`src/rtl/qfn_request_driver.sv`:
```
// qfn_request_driver: buffers Q-function operand requests, issues each to top_QFunction
// with a timed inform_valid pulse, and returns the captured Q. QDRV_STATS_EN adds done/drop counters.
module qfn_request_driver #(
    parameter int DATA_W         = 32,
    parameter int FIFO_DEPTH     = 4,
    parameter int PULSE_CYCLES   = 2,
    parameter int RESULT_LATENCY = 24
) (
    input  logic              aclk,
    input  logic              aresetn,
    input  logic              s_valid,
    output logic              s_ready,
    input  logic [DATA_W-1:0] s_x,
    input  logic [DATA_W-1:0] s_t,
    input  logic [DATA_W-1:0] s_n,
    input  logic [DATA_W-1:0] s_alpha,
    output logic [DATA_W-1:0] q_x,
    output logic [DATA_W-1:0] q_t,
    output logic [DATA_W-1:0] q_n,
    output logic [DATA_W-1:0] q_alpha,
    output logic              q_inform_valid,
    input  logic [DATA_W-1:0] q_result,
    output logic              m_valid,
    input  logic              m_ready,
    output logic [DATA_W-1:0] m_q,
`ifdef QDRV_STATS_EN
    output logic [15:0]       done_count,
    output logic [15:0]       drop_count,
`endif
    output logic              busy
);
    localparam int PW = $clog2(FIFO_DEPTH);
    localparam int CW = $clog2(RESULT_LATENCY + 1);
    localparam int OW = 4 * DATA_W;

    typedef enum logic [1:0] {IDLE, ISSUE, WAIT, HOLD} state_t;

    state_t            state_q, state_d;
    logic [OW-1:0]     mem_q [FIFO_DEPTH];
    logic [PW-1:0]     wr_q, wr_d, rd_q, rd_d;
    logic [PW:0]       count_q, count_d;
    logic [CW-1:0]     cnt_q, cnt_d;
    logic [OW-1:0]     ops_q, ops_d;
    logic [DATA_W-1:0] m_q_q, m_q_d;
    logic              s_ready_q, s_ready_d;
    logic              inform_q, inform_d;
    logic              m_valid_q, m_valid_d;
    logic              push, pop;

    always_comb begin
        push      = s_valid && s_ready_q;
        pop       = (state_q == IDLE) && (count_q != '0);
        wr_d      = push ? wr_q + 1'b1 : wr_q;
        rd_d      = pop ? rd_q + 1'b1 : rd_q;
        count_d   = count_q + (PW+1)'(push) - (PW+1)'(pop);
        s_ready_d = count_d != (PW+1)'(FIFO_DEPTH);
        state_d   = state_q;
        cnt_d     = cnt_q;
        ops_d     = ops_q;
        m_valid_d = m_valid_q;
        m_q_d     = m_q_q;
        case (state_q)
            IDLE: if (pop) begin
                ops_d   = mem_q[rd_q];
                cnt_d   = '0;
                state_d = ISSUE;
            end
            ISSUE: begin
                cnt_d   = cnt_q + 1'b1;
                state_d = (cnt_q == CW'(PULSE_CYCLES - 1)) ? WAIT : ISSUE;
            end
            WAIT: begin
                cnt_d = cnt_q + 1'b1;
                if (cnt_q == CW'(RESULT_LATENCY - 1)) begin
                    m_q_d     = q_result;
                    m_valid_d = 1'b1;
                    state_d   = HOLD;
                end
            end
            HOLD: if (m_ready) begin
                m_valid_d = 1'b0;
                state_d   = IDLE;
            end
            default: state_d = IDLE;
        endcase
        inform_d = state_d == ISSUE;
    end

    // Storage is not reset: emptiness is carried entirely by count_q.
    always_ff @(posedge aclk) begin
        if (push) mem_q[wr_q] <= {s_x, s_t, s_n, s_alpha};
    end

    always_ff @(posedge aclk or negedge aresetn) begin
        if (!aresetn) begin
            state_q   <= IDLE;
            wr_q      <= '0;
            rd_q      <= '0;
            count_q   <= '0;
            cnt_q     <= '0;
            ops_q     <= '0;
            m_q_q     <= '0;
            s_ready_q <= 1'b1;
            inform_q  <= 1'b0;
            m_valid_q <= 1'b0;
        end else begin
            state_q   <= state_d;
            wr_q      <= wr_d;
            rd_q      <= rd_d;
            count_q   <= count_d;
            cnt_q     <= cnt_d;
            ops_q     <= ops_d;
            m_q_q     <= m_q_d;
            s_ready_q <= s_ready_d;
            inform_q  <= inform_d;
            m_valid_q <= m_valid_d;
        end
    end

`ifdef QDRV_STATS_EN
    logic [15:0] done_q, done_d, drop_q, drop_d;

    always_comb begin
        done_d = done_q + 16'(m_valid_q && m_ready);
        drop_d = (s_valid && !s_ready_q && drop_q != 16'hFFFF) ? drop_q + 16'd1 : drop_q;
    end

    always_ff @(posedge aclk or negedge aresetn) begin
        if (!aresetn) begin
            done_q <= '0;
            drop_q <= '0;
        end else begin
            done_q <= done_d;
            drop_q <= drop_d;
        end
    end

    assign done_count = done_q;
    assign drop_count = drop_q;
`endif

    assign {q_x, q_t, q_n, q_alpha} = ops_q;
    assign q_inform_valid = inform_q;
    assign s_ready        = s_ready_q;
    assign m_valid        = m_valid_q;
    assign m_q            = m_q_q;
    assign busy           = (count_q != '0) || (state_q != IDLE);
endmodule

```
`config.mk`:
```
export PLATFORM = sky130hd
export DESIGN_NAME = qfn_request_driver
export DESIGN_NICKNAME = d
export VERILOG_FILES = /design/src/rtl/qfn_request_driver.sv
export SDC_FILE = /design/constraint.sdc
export NUM_CORES = 1
export LEC_CHECK = 0
export CAP_MARGIN = 5
export CORE_ASPECT_RATIO = 0.6
export CORE_UTILIZATION = 45
export DETAILED_ROUTE_END_ITERATION = 7
export GPL_TIMING_DRIVEN = 1
export PLACE_DENSITY = 0.67
export SLEW_MARGIN = 15
export SYNTH_ARGS = -nofsm -noshare
export SYNTH_HDL_FRONTEND = slang
export SYNTH_SLANG_ARGS = --single-unit
```
`constraint.sdc`:
```
create_clock -name aclk -period 4.07 [get_ports aclk]
set_input_delay 0.814 -clock aclk [delete_from_list [all_inputs] [get_ports aclk]]
set_output_delay 0.814 -clock aclk [all_outputs]
set_load 0.02 [all_outputs]
```
==> impl_metrics.ini <==
; physical design summary
[sta]
period_needed_ps = 3410
fmax_mhz = 293
hold_ws_ps = 238
finalClockPeriodUsage_pct = 83.7
drv_slew = 0

[placement]
port_buffers = 327
place.gp.congestion = 0.717

[power]
p_leak_nw = 11.7

[die]
die_h_um = 186

[worst_setup_path]
timing.critical_path.required_ps = 3260
crit_chain = inv_1 > ha_1 > nor4b_2 > inv_1 > clkdlybuf4s50_1
regToRegStartpoint = state_q[0]$_DFF_PN0_
rr_endpoint = ops_q[13]$_DFFE_PN0P_
slowest_stage = clkdlybuf4s50_1
cp_slowest_stage_delay_ps = 610

[global_routing]
busiest_layer = met2
grt_max_degree = 94
grt_usage_pct = 18.6
grt_pass1_vias = 13600
antenna_found_initial = 5
grt_pass1_wl_mm = 80.7
grt_overflow = 0
use_met2_pct = 30.9

[clock_tree]
path_clk_slew_ps = 60
cts_tree = built
clk_latency_ps = 600
post_cts_buffers = 0
cts_resized = 0

[status]
status = finished, final reports clean

[yosys]
xor_share_pct = 0.241
syn_inst = 1368
ys_sh_mux_pct = 12.9
ys_cells = 1368
ys_sh_adder_pct = 0.719
synth_nets = 1546
simple_gate_share_pct = 6.28
synth_area_mm2 = 0.0254
synthTopLogicFamily = multiplexers
synthArstFlopShare_pct = 25.7

[route]
drcViolationCount = 0
final_antenna_net_count = 0
viasPerCell = 5.10

[finish]
fin_area_mm2 = 0.0316
drive_above_1_share_pct = 15.5
-- critical path: cells and delay by family, from the launching register on --
kind          cells  cell delay (ps)
flops             1              420
fa+ha+maj         1              290
simple gates      1              390
buf+inv           3              900
-- placed cells by master, fill, tap and decap left out, types with 6 or more instances in the layout --
cell type        instances
mux4_2                 128
ha_1                    13
mux2_1                  20
xnor2_1                  6
nor2_1                   7
clkbuf_8                13
nand2_1                390
dfrtp_1                174
clkinv_2                11
clkbuf_16               61
buf_12                  12
mux2_2                  14
clkbuf_1                14
buf_4                   13
inv_1                   10
clkdlybuf4s50_1        326
edfxtp_1               512
-- stage by stage --
| stage | worst slack (ps) | utilization [%] |
|---|---|---|
| floorplan | 1220 | - |
| detailed placement | 1230 | 53.1 |
| global route | 538 | 56.7 |
| CTS | 617 | 56.7 |
| global placement | 1260 | 53.1 |
| finish | 662 | 56.7 |
-- layout make-up --
cell class	count	area [µm²]
multi-input combinational	608	5230
clock buffer	87	1740
inverter	11	43.8
fill	4300	24200
clock inverter	26	254
antenna	1	2.50
tap	759	950
timing repair buffer	352	3610
sequential	689	19800
-- layer usage --
metal | up-vias | wire (µm)
met5 | - | 47
met4 | 8 | 763
met3 | 75 | 3080
met2 | 298 | 26000
met1 | 6693 | 23100
li1 | 5836 | -
-- registers in the layout, summed over array words and instances (netlist names) --
name and count:
q_inform_valid 1, cnt_q 5, s_ready 1, mem_q 512, count_q 3, rd_q 2
ops_q 128, wr_q 2, state_q 2, m_q 32, m_valid 1
-- report_power, final --
group	leakage, nW	internal, mW	total [mW]	switching [mW]
Combinational	3.80	3.38	7.66	4.28
Sequential	6.91	9.39	10.2	0.812
Clock	0.976	3.23	5.71	2.48
Total	11.7	16.0	23.6	7.57
-- cells in the mapped netlist, types with 2 or more instances --
| cell | n | area (µm²) |
|---|---|---|
| a21oi_1 | 3 | 15.0 |
| and3_1 | 4 | 25.0 |
| buf_1 | 3 | 11.3 |
| buf_2 | 28 | 140 |
| buf_4 | 4 | 30.0 |
| buf_6 | 11 | 124 |
| clkbuf_1 | 13 | 48.8 |
| dfrtp_1 | 176 | 4400 |
| edfxtp_1 | 512 | 15400 |
| ha_1 | 13 | 163 |
| inv_1 | 10 | 37.5 |
| mux2_1 | 20 | 225 |
| mux2_2 | 14 | 158 |
| mux4_2 | 128 | 2880 |
| nand2_1 | 390 | 1460 |
| nand3_1 | 2 | 10.0 |
| nor2_1 | 7 | 26.3 |
| nor3_1 | 2 | 10.0 |
| o21ai_0 | 3 | 15.0 |
| o2bb2ai_1 | 2 | 17.5 |
| xnor2_1 | 6 | 52.6 |
-- worst max path at each step --
stage / startpoint / to / slack (ps) / cells past startpoint
after global placement: s_valid / s_ready$_DFF_PN1_ / 1260 / 8
after floorplan: s_valid / mem_q[0][0]$_DFFE_PP_ / 1220 / 1
final: state_q[0]$_DFF_PN0_ / busy / 660 / 5
after global routing: state_q[0]$_DFF_PN0_ / busy / 540 / 5
after CTS: state_q[0]$_DFF_PN0_ / busy / 620 / 5
after detailed placement: s_valid / s_ready$_DFF_PN1_ / 1230 / 8
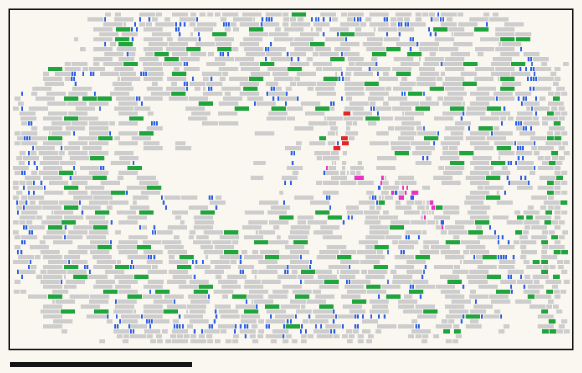
Fig. 1. Selected gate families.
Bar = 100 µm.
- magenta: NOR gates (cells 14; most used nor2_1)
- blue: NAND gates (cells 394; most used nand2_1; where widely spread)
- red: AND and OR gates (cells 4; most used and3_4; where center)
- green: multiplexers (cells 163; most used mux4_2; where widely spread)

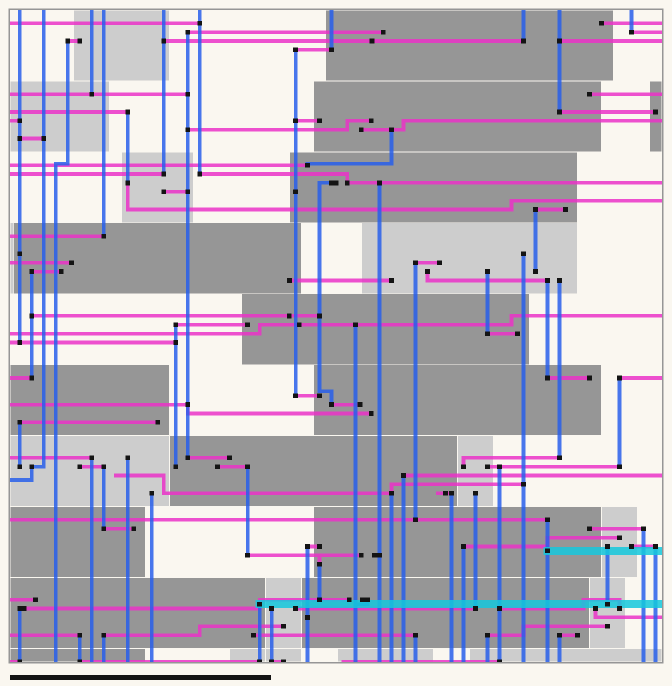
Fig. 2. Layout detail.
Bar = 10 µm. Region (142, 43) to (167, 68) µm. Cells in gray, sequential cells in the stronger gray; small squares are vias.
- magenta: met1
- cyan: met3
- blue: met2
- netlist names of flops here include: mem_q (11)
- sequential cells in the window: 11
- most frequent: edfxtp_1 (11), nand2_1 (4), mux4_2 (2)
- cells with their middle in the window: 19

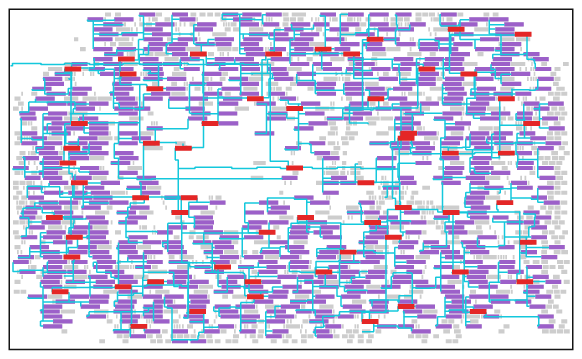
Fig. 3. Clock network drawn from the DEF.
- cyan: clock wires (length 7580 µm)
- red: cells driving clock nets (count 60)
- purple: flip-flops (count 689)
- routed clock nets: 61

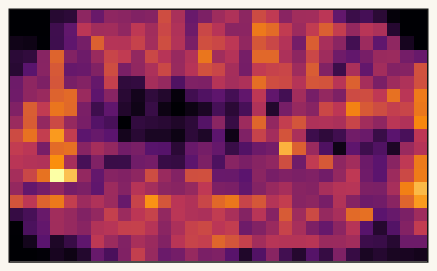
Fig. 4. Wire density map.
The die is cut into 31 by 19 equal tiles; black is low, pale yellow is high, scaled to the fullest tile. Values are wire area over tile area, all layers added.
- fullest tile: 0.39
- nearly empty tiles: 3.6%
- mean over tiles: 0.15
- tiles over half the peak: 24%
- emptiest ninth of the die: center

No activity file was given, so power comes from the tool's default toggle rates.
